===== src/rtl/bsearch_ctrl.sv =====
// bsearch_ctrl: control FSM for a binary-search engine over a synchronous memory.
// The external datapath holds the search bounds, the data register and the match flag;
// this block sequences it through init, memory wait, load and compare, and reports results.
// Ports:
//   clk, clr                 clock, synchronous active-high reset
//   start, key               search request (sampled only in IDLE) and search key
//   busy, done               search in progress, one-cycle completion pulse
//   hit, index, probes       result of the last completed search
//   dp_clr_n, dp_A           datapath init (active-low) and latched key
//   dp_load, dp_mv_addr      datapath data-register load and compare/step strobes
//   dp_found, dp_L           datapath match flag and match address
module bsearch_ctrl #(
  parameter int unsigned DATA_W     = 8,
  parameter int unsigned ADDR_W     = 5,
  parameter int unsigned MAX_PROBES = 6,
  parameter int unsigned MEM_LAT    = 1
) (
  input  logic              clk,
  input  logic              clr,
  input  logic              start,
  input  logic [DATA_W-1:0] key,
  output logic              busy,
  output logic              done,
  output logic              hit,
  output logic [ADDR_W-1:0] index,
  output logic [2:0]        probes,
  output logic              dp_clr_n,
  output logic [DATA_W-1:0] dp_A,
  output logic              dp_load,
  output logic              dp_mv_addr,
  input  logic              dp_found,
  input  logic [ADDR_W-1:0] dp_L
);

  localparam int unsigned PROBE_W = 3;
  localparam int unsigned WAIT_W  = 2;
  localparam logic [WAIT_W-1:0]  WAIT_LAST   = WAIT_W'(MEM_LAT - 1);
  localparam logic [PROBE_W-1:0] PROBE_LIMIT = PROBE_W'(MAX_PROBES);
  localparam logic [PROBE_W-1:0] PROBE_SAT   = '1;

  typedef enum logic [2:0] {
    S_IDLE, S_INIT, S_WAIT, S_LOAD, S_CMP, S_CHK, S_DONE
  } state_e;

  state_e state_q, state_d;

  logic [DATA_W-1:0]  key_q, key_d;
  logic [PROBE_W-1:0] probe_cnt_q, probe_cnt_d;
  logic [WAIT_W-1:0]  wait_cnt_q, wait_cnt_d;
  logic               busy_q, busy_d;
  logic               done_q, done_d;
  logic               hit_q, hit_d;
  logic [ADDR_W-1:0]  index_q, index_d;
  logic [PROBE_W-1:0] probes_q, probes_d;
  logic               dp_clr_n_q, dp_clr_n_d;
  logic               dp_load_q, dp_load_d;
  logic               dp_mv_addr_q, dp_mv_addr_d;

  // State register
  always_ff @(posedge clk) begin
    if (clr) state_q <= S_IDLE;
    else     state_q <= state_d;
  end

  // Next-state logic
  always_comb begin
    state_d = state_q;
    case (state_q)
      S_IDLE: if (start) state_d = S_INIT;
      S_INIT: state_d = S_WAIT;
      S_WAIT: if (wait_cnt_q == WAIT_LAST) state_d = S_LOAD;
      S_LOAD: state_d = S_CMP;
      S_CMP:  state_d = S_CHK;
      // A match on the final allowed probe still reports a hit
      S_CHK:  if (dp_found || (probe_cnt_q == PROBE_LIMIT)) state_d = S_DONE;
              else                                          state_d = S_WAIT;
      S_DONE: state_d = S_IDLE;
      default: state_d = S_IDLE;
    endcase
  end

  // Output and counter next values; strobes decode the upcoming state so they register cleanly
  always_comb begin
    busy_d       = (state_d != S_IDLE);
    done_d       = (state_d == S_DONE);
    dp_clr_n_d   = (state_d != S_INIT);
    dp_load_d    = (state_d == S_LOAD);
    dp_mv_addr_d = (state_d == S_CMP);
    key_d        = key_q;
    probe_cnt_d  = probe_cnt_q;
    wait_cnt_d   = wait_cnt_q;
    hit_d        = hit_q;
    index_d      = index_q;
    probes_d     = probes_q;
    case (state_q)
      S_IDLE: begin
        if (start) begin
          key_d       = key;
          probe_cnt_d = '0;
        end
      end
      S_INIT: wait_cnt_d = '0;
      S_WAIT: wait_cnt_d = wait_cnt_q + WAIT_W'(1);
      S_CMP: begin
        if (probe_cnt_q != PROBE_SAT) probe_cnt_d = probe_cnt_q + PROBE_W'(1);
      end
      S_CHK: begin
        wait_cnt_d = '0;
        if (state_d == S_DONE) begin
          hit_d    = dp_found;
          index_d  = dp_found ? dp_L : '0;
          probes_d = probe_cnt_q;
        end
      end
      default: ;
    endcase
  end

  // Output and counter registers
  always_ff @(posedge clk) begin
    if (clr) begin
      key_q        <= '0;
      probe_cnt_q  <= '0;
      wait_cnt_q   <= '0;
      busy_q       <= 1'b0;
      done_q       <= 1'b0;
      hit_q        <= 1'b0;
      index_q      <= '0;
      probes_q     <= '0;
      dp_clr_n_q   <= 1'b1;
      dp_load_q    <= 1'b0;
      dp_mv_addr_q <= 1'b0;
    end else begin
      key_q        <= key_d;
      probe_cnt_q  <= probe_cnt_d;
      wait_cnt_q   <= wait_cnt_d;
      busy_q       <= busy_d;
      done_q       <= done_d;
      hit_q        <= hit_d;
      index_q      <= index_d;
      probes_q     <= probes_d;
      dp_clr_n_q   <= dp_clr_n_d;
      dp_load_q    <= dp_load_d;
      dp_mv_addr_q <= dp_mv_addr_d;
    end
  end

  assign busy       = busy_q;
  assign done       = done_q;
  assign hit        = hit_q;
  assign index      = index_q;
  assign probes     = probes_q;
  assign dp_clr_n   = dp_clr_n_q;
  assign dp_A       = key_q;
  assign dp_load    = dp_load_q;
  assign dp_mv_addr = dp_mv_addr_q;

endmodule


===== config.mk =====
export PLATFORM = sky130hd
export DESIGN_NAME = bsearch_ctrl
export DESIGN_NICKNAME = d
export VERILOG_FILES = /design/src/rtl/bsearch_ctrl.sv
export SDC_FILE = /design/constraint.sdc
export NUM_CORES = 1
export LEC_CHECK = 0
export CORE_ASPECT_RATIO = 0.8
export CORE_MARGIN = 2
export CORE_UTILIZATION = 25
export DETAILED_ROUTE_END_ITERATION = 6
export PLACE_DENSITY_LB_ADDON = 0.12
export SLEW_MARGIN = 20
export SYNTH_ARGS = -nofsm -noshare
export SYNTH_HDL_FRONTEND = slang
export SYNTH_SLANG_ARGS = --single-unit

===== constraint.sdc =====
create_clock -name clk -period 2.3 [get_ports clk]
set_input_delay 0.46 -clock clk [delete_from_list [all_inputs] [get_ports clk]]
set_output_delay 0.46 -clock clk [all_outputs]
set_load 0.01 [all_outputs]

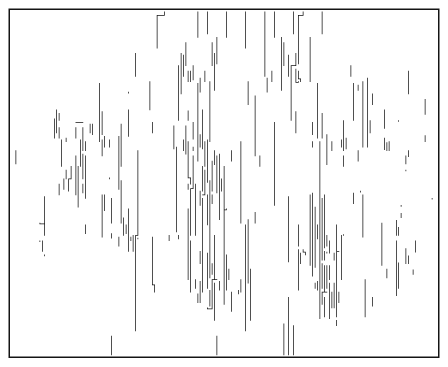
Figure 1: metal 2.
wire length on this layer: 1230 µm
share of all routed wire: 43%
nets with wire on the layer: 157
M2 GR Usage: 16.5%
total routed wirelength: 2870 µm
vias after detailed routing: 1096

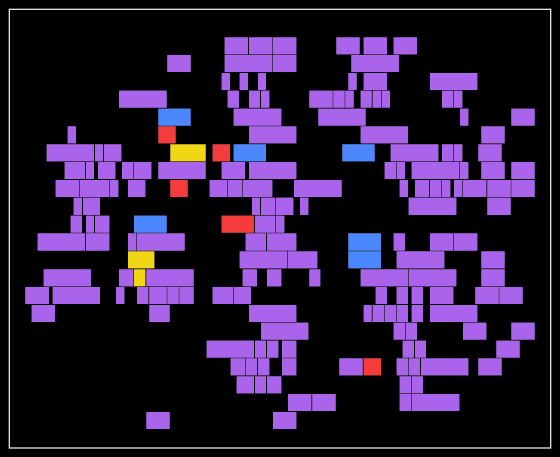
Figure 2: drive-strength map.
[x2] yellow | cells: 3 | share: 1.7%
[x3 and x4] red | cells: 5 | share: 2.8%
[x1 and smaller] purple | cells: 164 | share: 92%
[x6 and larger] blue | cells: 6 | share: 3.4%
setup slack after layout: 0.408 ns
Final Instance Area: 1760 µm²
Non-CTS buffers: 41

==> GITHUB_STEP_SUMMARY <==
### Yosys + OpenROAD results

| Metric | Value |
|---|---|
| Detailed-routed wire length on met2 | 1230 µm |
| Flip-flop count of the largest register after layout | 8 |
| Total global routing track utilization | 11.0% |
| Leakage power | 0.614 nW |
| Top cell type by instance count after synthesis | sky130_fd_sc_hd__dfxtp_1 |
| F_max | 529 MHz |
| Inverters excl. clock | 4 |
| Primary flip-flop cell chosen by synthesis mapping | sky130_fd_sc_hd__dfxtp_1 |
| Clock share of power | 36.9% |
| Number of resized instances in the post-cts repair step | 0 |
| Path type of the worst setup path | input pin to register |
| Largest net degree at the start of global routing | 19 |
| FFs w/ async S/R, synth | 0% |
| Time the final worst path needs with I/O delays and setup | 1.89 ns |
| Mapped Area | around 1200 µm² |
| Clock Latency Late Sink | between 0.2 and 0.3 ns |
| Worst reg2reg endpoint | index[1] |
| Net switching power of the design | roughly 0.3 mW |
| RSZ-0062 raised after global routing | no |
| Simple-Gate Area Share | about 23% |
| Worst hold path class | register to register |
| Highest metal used | met4 |
| Cell types occupying the most area after synthesis | sky130_fd_sc_hd__dfxtp_1 (49%), sky130_fd_sc_hd__a21oi_1 (6.5%), sky130_fd_sc_hd__nand2_1 (6.1%), sky130_fd_sc_hd__o21ai_0 (4.9%), sky130_fd_sc_hd__ha_1 (4.1%) |
| Crit-path cells | clkdlybuf4s50_1, a21oi_1, o21ai_0, a21oi_1 |
| Clock net power | between 0.4 and 0.5 mW |
| Tightest Pin Transition | 0.774 ns |
| Number of max-slew violations in the final report | 0 |
| Cell with the largest stage delay on the worst path | sky130_fd_sc_hd__a21oi_1 |
| Core footprint | 4650 µm² |
| Number of nets produced by synthesis | 159 |
| Clk_buf instances | 6 |
| Buffers inserted by post-CTS timing repair | 0 |
| CP endpoint | index[1] |
| Wire length of the first global-routing pass | 4570 µm |
| Biggest cell category by area in the final layout | flip-flops and latches |
| Adder share | under 10% |
| Cell type group with the largest total delay on the critical path | AND-OR/OR-AND gates |
| Number of cells on the worst hold path | 2 |
| Setup TNS | 0 ns |
| Post-synthesis xor/xnor area fraction | 0% |
| Main combinational cell family by area after synthesis | simple AND/OR/NAND/NOR gates |
| Startpoint Class | input pin |
| Met1 track demand over resource in global routing | 14.6% |
| Clock Path Buffers | 2 |
| Total Power | 1.18 mW |
| Worst hold margin | around 0.46 ns |
| Tool warning count | 27 |
| Number of global-route vias before repair | 1017 |
| Pre-Repair DR Iteration Count | 4 |
| Total gr overflow | 0 |
| Mean routed wirelength per cell | 12.1 µm |
| Element type at the critical path end | register |
| Share of layout cells above drive strength 1 | approximately 7.9% |
| Level count of the clock H-tree | 2 |
| Num ports | 39 |
| Yosys stat area | 1230 µm² |
| Via/cell ratio | 4.61 |
| Die width | 82.3 µm |
| Commonest non-fill, non-tap cell in the layout | sky130_fd_sc_hd__clkdlybuf4s50_1 |
| End point of the worst hold path | dp_A[5] |
| Final antenna-violating net count | 0 |
| Sw Ratio | 25.3% |
| Share of power burned in registers | between 40 and 50% |
| Number of remaining DRC errors | 0 |
| Number of enable-type register cells in the synthesized netlist | 0 |
| Share of the cycle needed by the critical path after routing | 82.3% |
| Number of sequential cells in the layout | 30 |
| Post-route clock skew | about 0.0046 ns |
| Cell Int Power | roughly 0.88 mW |
| Comb. pwr | ~0.17 mW |
| Met3 routed wirelength | 225 µm |
| Metal1 wirelength | around 1400 µm |
| Power share of the combinational group | between 10% and 20% |
| Warnings from Yosys | 0 |
| Result of the run | finished clean |
| Maximum net fanout on the critical path | 12 |
| Clk root buf | sky130_fd_sc_hd__clkbuf_8 |
| Sequential group power | about 0.58 mW |
| Cells after Synth | roughly 140 |
| Net count, final | 198 |
| Start point of the worst hold path | dp_A[5] |
| Most common cell on crit path | sky130_fd_sc_hd__a21oi_1 |
| Worst R2R Path Depth | 5 |
| Die Y-Extent | 66.6 µm |
| Share of the synthesized area in the top cell type | 49.0% |
| Longest individual stage delay on the worst path | 0.67 ns |
| WP depth | 4 |
| Antenna cells | 0 |
| NonClk Buf Share | 22.9% |
Power figures rest on the tool's default switching activity, not on a simulated workload.
